Design param_updown_counter, sky130hd; sources not shown.
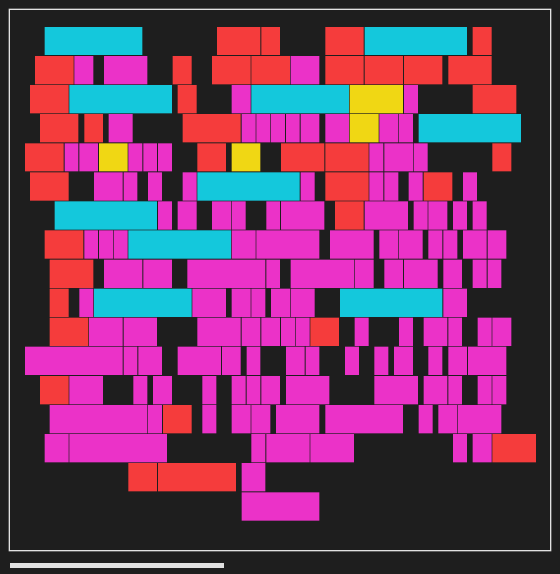
run_1/class_map.png
Bar = 20 microns.
[registers] cyan | cells: 10 | share of their area: 18%
[remaining buffers and delay cells] red | cells: 37 | share of their area: 23%
[clock drivers and dummy loads] yellow | cells: 4 | share of their area: 2.5%
[remaining logic cells] magenta | cells: 131 | share of their area: 57%
cell area after layout: 0.00151 sq mm
Seq/total area: 0.171
area of the core: 0.00221 sq mm
FP Rows: 17

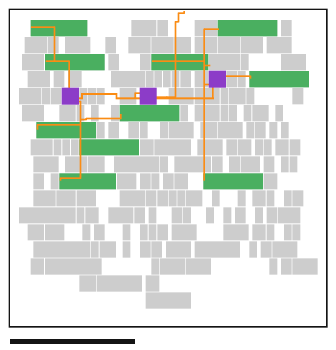
run_1/clock_wires.png
Bar = 20 microns.
[flip-flops] green | count: 10
[clock wires] orange | length: 143 microns
[clock-net drivers] purple | count: 3
routed clock nets: 4
Latency at later pin: 270 ps
clock share of power: 0.203

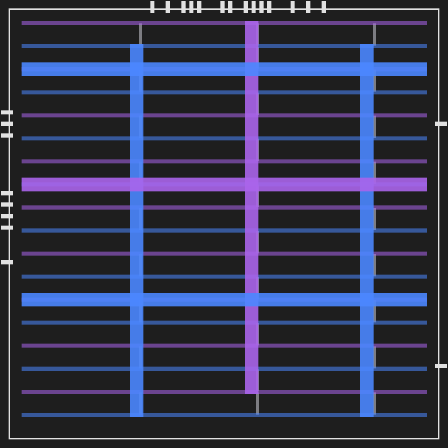
run_1/floorplan.png
Pins as bars on the die edge. Tap cells in grey.
[VDD] purple
[VSS] blue
rows: 17
met5 straps: 3
met4 straps: 3
met1 rails: 18
Die Width: 50.5 microns
Max VDD drop: 0.000978 V
chip height: 50.5 microns

==> results.ini, run 1 <==
[placed_design]
io_buffer_count = 23
place_inst = 199
dp_hpwl_microns = 2060
preCtsSetupSlack_ps = -302
place_congestion = 0.866
placedInstanceArea_sq_mm = 0.00139

[grt]
grt_pass1_wl_microns = 4440
overflow = 0
grt.total_usage = 0.230
grt_max_degree = 11
grt_pass1_vias = 1038

[detailed_routing]
viasPerCell = 5.47
vias = 1148
drc_errors = 0
wl_microns = 2840
first_iter_violations = 24
drtAntennaViolNets = 0
avgRoutedWirePerCell_microns = 13.5

[setup_path]
crit_type = flip-flop to flip-flop
cpMaxStageDelayCell = dfrtp_2
r2r_cells = 8
worstPathCellList = ha_4, nand2_4, nor2_8, nand2_2, o21ai_2, nand2_1, nand2_1, o211ai_1
cpMostUsedCell = nand2_1
slowest_delay_ps = 490
reg2reg_setup_slack_ps = -80
required_ps = 1450
arrival_ps = 1530

[synth]
fp_nets = 165
edf_count = 0
yosys_area_sq_mm = 0.00106
ff_type = dfrtp_1
seq_area_frac_synth = 0.236
top_cells_by_area = dfrtp_1 (24%), nand2_1 (13%), nand3_1 (8.0%), inv_1 (6.0%), nor2_8 (5.7%)
synth_area_leader_cell = dfrtp_1
top_cell_area_share = 0.236
top_cell = nand2_1
synth_area_per_cell_sq_um = 7.15
syn_inst = 148
yosysWarnings = 0
top_cells_by_count = nand2_1 (36), inv_1 (17), nand3_1 (17), dfrtp_1 (10)
synth_cell_types = 25
async_reset_ff_frac = 1.00
ys_cells = 148

[cells_and_area]
layout.nets = 200
finalNonFillerCells = 210
antenna_cells = 0
syn_to_final_growth_pct = 42.7
largest_register_ffs = 8
fin_util = 0.683
drive_gt1_frac = 0.390

[power]
total_power_mw = 1.41
cellPowerDensity_mw_per_mm2 = 936
p_leak_nw = 0.748

[timing]
finalSetupViolations = 11
fin_crit_sh = 1.06
relSlewSlack = 0.679
hold_violations = 0
fin_setup_tns_ps = -484
drv_slew = 0
fmax_ghz = 0.725
fin_skew_ps = 2.99
fin_ws_ps = -80.1
rsz0062_at_grt = true
worstMarginPinSlew_ps = 480
post-route-min-period_ps = 1380
whs_ps = 315

[clock_tree]
cts_hold_buf = 0
clock_path_buffers = 2
cts_made_buffers = 3
cts_tree = yes
cts_sinks = 10
clkTransAtPathRegs_ps = 70
cts_htree_levels = 1
cts_root_buffer = clkbuf_4

[job]
warnings = 31
maxCapViolations = 0

[status]
outcome = finished, violations left
violations = negative setup slack

[die]
die-area_sq_mm = 0.00255
ios = 24

[worst_hold_path]
hold_class = primary input to asynchronous set/reset pin

-- run 1: layout by cell type, fill, tap and decap left out --
master / Yosys / layout
nand2_2: 5 / 4
xnor2_1: 2 / 2
nand3_1: 17 / 16
nand3_2: 0 / 1
dfrtp_2: 0 / 7
buf_8: 0 / 1
nand2_1: 36 / 35
clkdlybuf4s50_1: 0 / 13
a22oi_1: 2 / 2
inv_2: 4 / 5
clkbuf_8: 0 / 1
buf_2: 1 / 7
clkbuf_4: 0 / 3
ha_4: 0 / 3
nand2_4: 3 / 5
nor2_8: 3 / 3
buf_4: 2 / 7
o21ai_1: 7 / 7
buf_12: 0 / 1
a21oi_1: 3 / 3
nor2_4: 5 / 7
buf_6: 4 / 6
clkdlybuf4s15_2: 0 / 2
a21oi_4: 0 / 2
nor2_2: 3 / 2
o21ai_2: 1 / 2
dfrtp_1: 10 / 3
a221o_1: 1 / 1
inv_4: 0 / 1
nand4_1: 5 / 5
o21ai_0: 3 / 2
o211ai_1: 2 / 2
clkinv_4: 0 / 1
inv_1: 17 / 14
nor2_1: 7 / 6
-- run 1: worst max-delay path, delay by kind of cell (launching register included) --
kind / cells / cell delay (ps)
flip-flops: 1 / 490
adder cells (fa/ha/maj): 1 / 180
AND-OR/OR-AND: 2 / 200
AND/OR/NAND/NOR: 5 / 400
-- run 1: logic make-up (layout without fill, tap and decap cells) --
group / count (synthesis) / count (layout) / synth area share
buffers and inverters: 28 / 62 / 0.136
adders and majority gates: 3 / 3 / 0.0355
xor gates and xnor gates: 2 / 2 / 0.0166
and+or+nand+nor: 84 / 84 / 0.452
AOI/OAI and AO/OA: 21 / 21 / 0.124
DFF: 10 / 10 / 0.236
-- run 1: repair_timing --
item                       CTS  global route
buffers inserted             2             5
hold endpoints to repair     0             0
gates resized               40            17
setup endpoints to repair   20            16
pin swaps                    5             3
-- run 1: report_power, final --
group / internal, mW / switching (mW)
registers: 0.348 / 0.0493
logic: 0.316 / 0.413
clock network: 0.170 / 0.117
total: 0.835 / 0.578
-- run 1: area by class of cell --
type | instances | area, sq um
multi-input cells | 110 | 751
fillers | 184 | 702
repair buffers | 30 | 270
flip-flops and latches | 10 | 259
inverters | 21 | 86.3
plain buffers | 7 | 72.6
clock buffers | 4 | 36.3
well taps | 28 | 35.0
-- run 1: layer usage --
metal  vias to the layer above  global-route usage  wire, microns
li1                        549                   -              -
met1                       561               0.272           1230
met2                        34               0.438           1500
met3                         4              0.0394            103
met4                         0              0.0324             12
met5                         -                   0              0
==> run 2: changes to the inputs <==
--- a/config.mk
+++ b/config.mk
@@ -12,7 +12,7 @@
 export GPL_TIMING_DRIVEN = 0
 export PLACE_DENSITY = 0.8
 export SETUP_SLACK_MARGIN = 0.1
-export SLEW_MARGIN = 10
+export SLEW_MARGIN = 20
 export SYNTH_ARGS = -nofsm -noshare
 export SYNTH_HDL_FRONTEND = slang
 export SYNTH_SLANG_ARGS = --single-unit
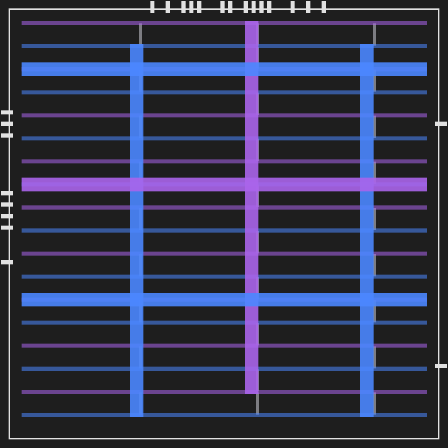
run_2/floorplan.png
Pins as bars on the die edge. Tap cells in grey.

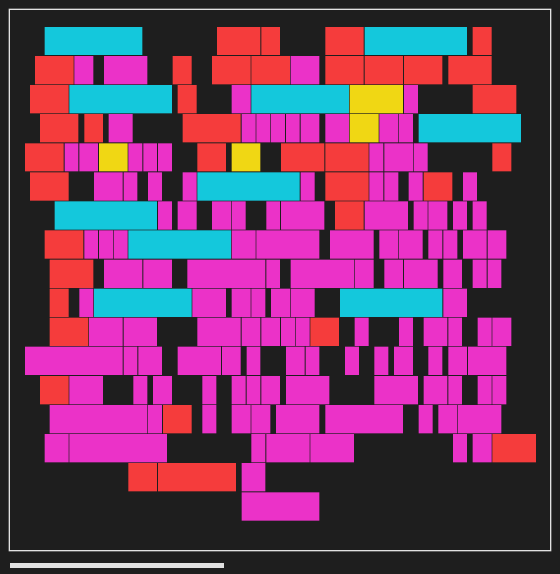
run_2/class_map.png
Bar = 20 microns.
post-layout util: 0.683

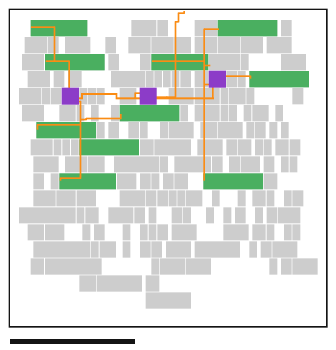
run_2/clock_wires.png
Bar = 20 microns.
clk_skew: 2.99 ps
P_clk: 287 uW

==> results.ini, run 2 <==
[synth]
yosysWarnings = 0  ; unchanged
ff_type = dfrtp_1
yosys_area_sq_mm = 0.00106  ; unchanged
syn_inst = 148  ; unchanged
top_cell_area_share = 0.236  ; unchanged
edf_count = 0  ; unchanged
top_cell = nand2_1
fp_nets = 165  ; unchanged
async_reset_ff_frac = 1.00  ; unchanged
seq_area_frac_synth = 0.236  ; unchanged

[power]
p_leak_nw = 0.748  ; unchanged
cellPowerDensity_mw_per_mm2 = 936  ; unchanged

[setup_path]
r2r_cells = 8  ; unchanged
arrival_ps = 1530  ; about the same
required_ps = 1450  ; about the same
crit_type = flip-flop to flip-flop

[clock_tree]
cts_root_buffer = clkbuf_4
cts_htree_levels = 1  ; unchanged
clkTransAtPathRegs_ps = 70  ; about the same
cts_sinks = 10  ; unchanged
cts_made_buffers = 3  ; unchanged

[placed_design]
io_buffer_count = 23  ; unchanged
place_congestion = 0.866  ; unchanged
dp_hpwl_microns = 2060  ; unchanged
place_inst = 199  ; unchanged

[detailed_routing]
first_iter_violations = 24  ; unchanged
drtAntennaViolNets = 0  ; unchanged
wl_met1_microns = 1230  ; unchanged
wl_microns = 2840  ; unchanged
dr_wl_met3_microns = 103  ; unchanged

[cells_and_area]
syn_to_final_growth_pct = 42.7  ; unchanged
fillers = 184  ; unchanged
antenna_cells = 0  ; unchanged
regArea_sq_um = 259  ; unchanged
layout.nets = 200  ; unchanged
finalNonFillerCells = 210  ; unchanged
drive_gt1_frac = 0.390  ; unchanged
layout_top_cells = nand2_1 (35), nand3_1 (16), inv_1 (14), clkdlybuf4s50_1 (13)

[die]
die_y_microns = 50.5  ; unchanged
num_rows = 17  ; unchanged
die-area_sq_mm = 0.00255  ; unchanged
core-area_sq_mm = 0.00221  ; unchanged
die-width_microns = 50.5  ; unchanged
ios = 24  ; unchanged

[status]
violations = negative setup slack
outcome = finished, violations left

[timing]
fin_crit_sh = 1.06  ; unchanged
fin_ws_ps = -80.1  ; unchanged
rsz0062_at_grt = true
drv_slew = 0  ; unchanged
finalSetupViolations = 11  ; unchanged
post-route-min-period_ps = 1380  ; unchanged
worstMarginPinSlew_ps = 480  ; unchanged
hold_violations = 0  ; unchanged

[grt]
grt_pass1_vias = 1038  ; unchanged
grt_pass1_wl_microns = 4440  ; unchanged
grt.total_usage = 0.230  ; unchanged

[run 2: stage by stage]
| step | hold slack (ps) | power (mW) | utilization | setup slack (ps) | area (sq um) |
|---|---|---|---|---|---|
| floorplan | -35.6 | 0.866 | - | -33.0 | 1120 |
| global placement | 510 | 1.05 | 0.627 | -259 | 1390 |
| detailed placement | 557 | 1.06 | 0.627 | -302 | 1390 |
| CTS | 326 | 1.35 | 0.651 | -66.5 | 1440 |
| global route | 336 | 1.49 | 0.683 | -135 | 1510 |
| finish | 315 | 1.41 | 0.683 | -80.1 | 1510 |
[run 2: kinds of logic (layout without fill, tap and decap cells)]
| group | Yosys count | count (layout) | synth area share |
|---|---|---|---|
| fa+ha+maj | 3 | 3 | 0.0355 |
| buf+inv | 28 | 62 | 0.136 |
| simple gates | 84 | 84 | 0.452 |
| flops | 10 | 10 | 0.236 |
| compound gates | 21 | 21 | 0.124 |
| xor+xnor | 2 | 2 | 0.0166 |
[run 2: metal layers]
layer  GRT usage  up-vias
li1            -      549
met1       0.272      561
met2       0.438       34
met3      0.0394        4
met4      0.0324        0
met5           0        -
[run 2: final cells by class]
| cell class | instances | share of cell area |
|---|---|---|
| buffer | 7 | 0.0481 |
| sequential | 10 | 0.171 |
| inverter | 21 | 0.0572 |
| multi-input combinational | 110 | 0.497 |
| timing repair buffer | 30 | 0.179 |
| clock buffer | 4 | 0.0240 |
| tap | 28 | 0.0232 |
[run 2: power breakdown]
group | switching [mW] | total [mW] | internal [mW]
registers | 0.0493 | 0.398 | 0.348
logic | 0.413 | 0.729 | 0.316
clock network | 0.117 | 0.287 | 0.170
total | 0.578 | 1.41 | 0.835
[run 2: worst max-delay path: stages, from the launching register on]
cell      delay, ps
dfrtp_2         490
ha_4            180
nand2_4          70
nor2_8          130
nand2_2          80
o21ai_2         120
nand2_1          60
nand2_1          60
o211ai_1         80
[run 2: timing repair]
action,CTS,global route
setup endpoints to repair,20,16
hold buffers,0,0
resized,40,17
endpoints found under the hold margin,0,0
buffers inserted,2,5
pin swaps,5,3
Power figures rest on the tool's default switching activity, not on a simulated workload.
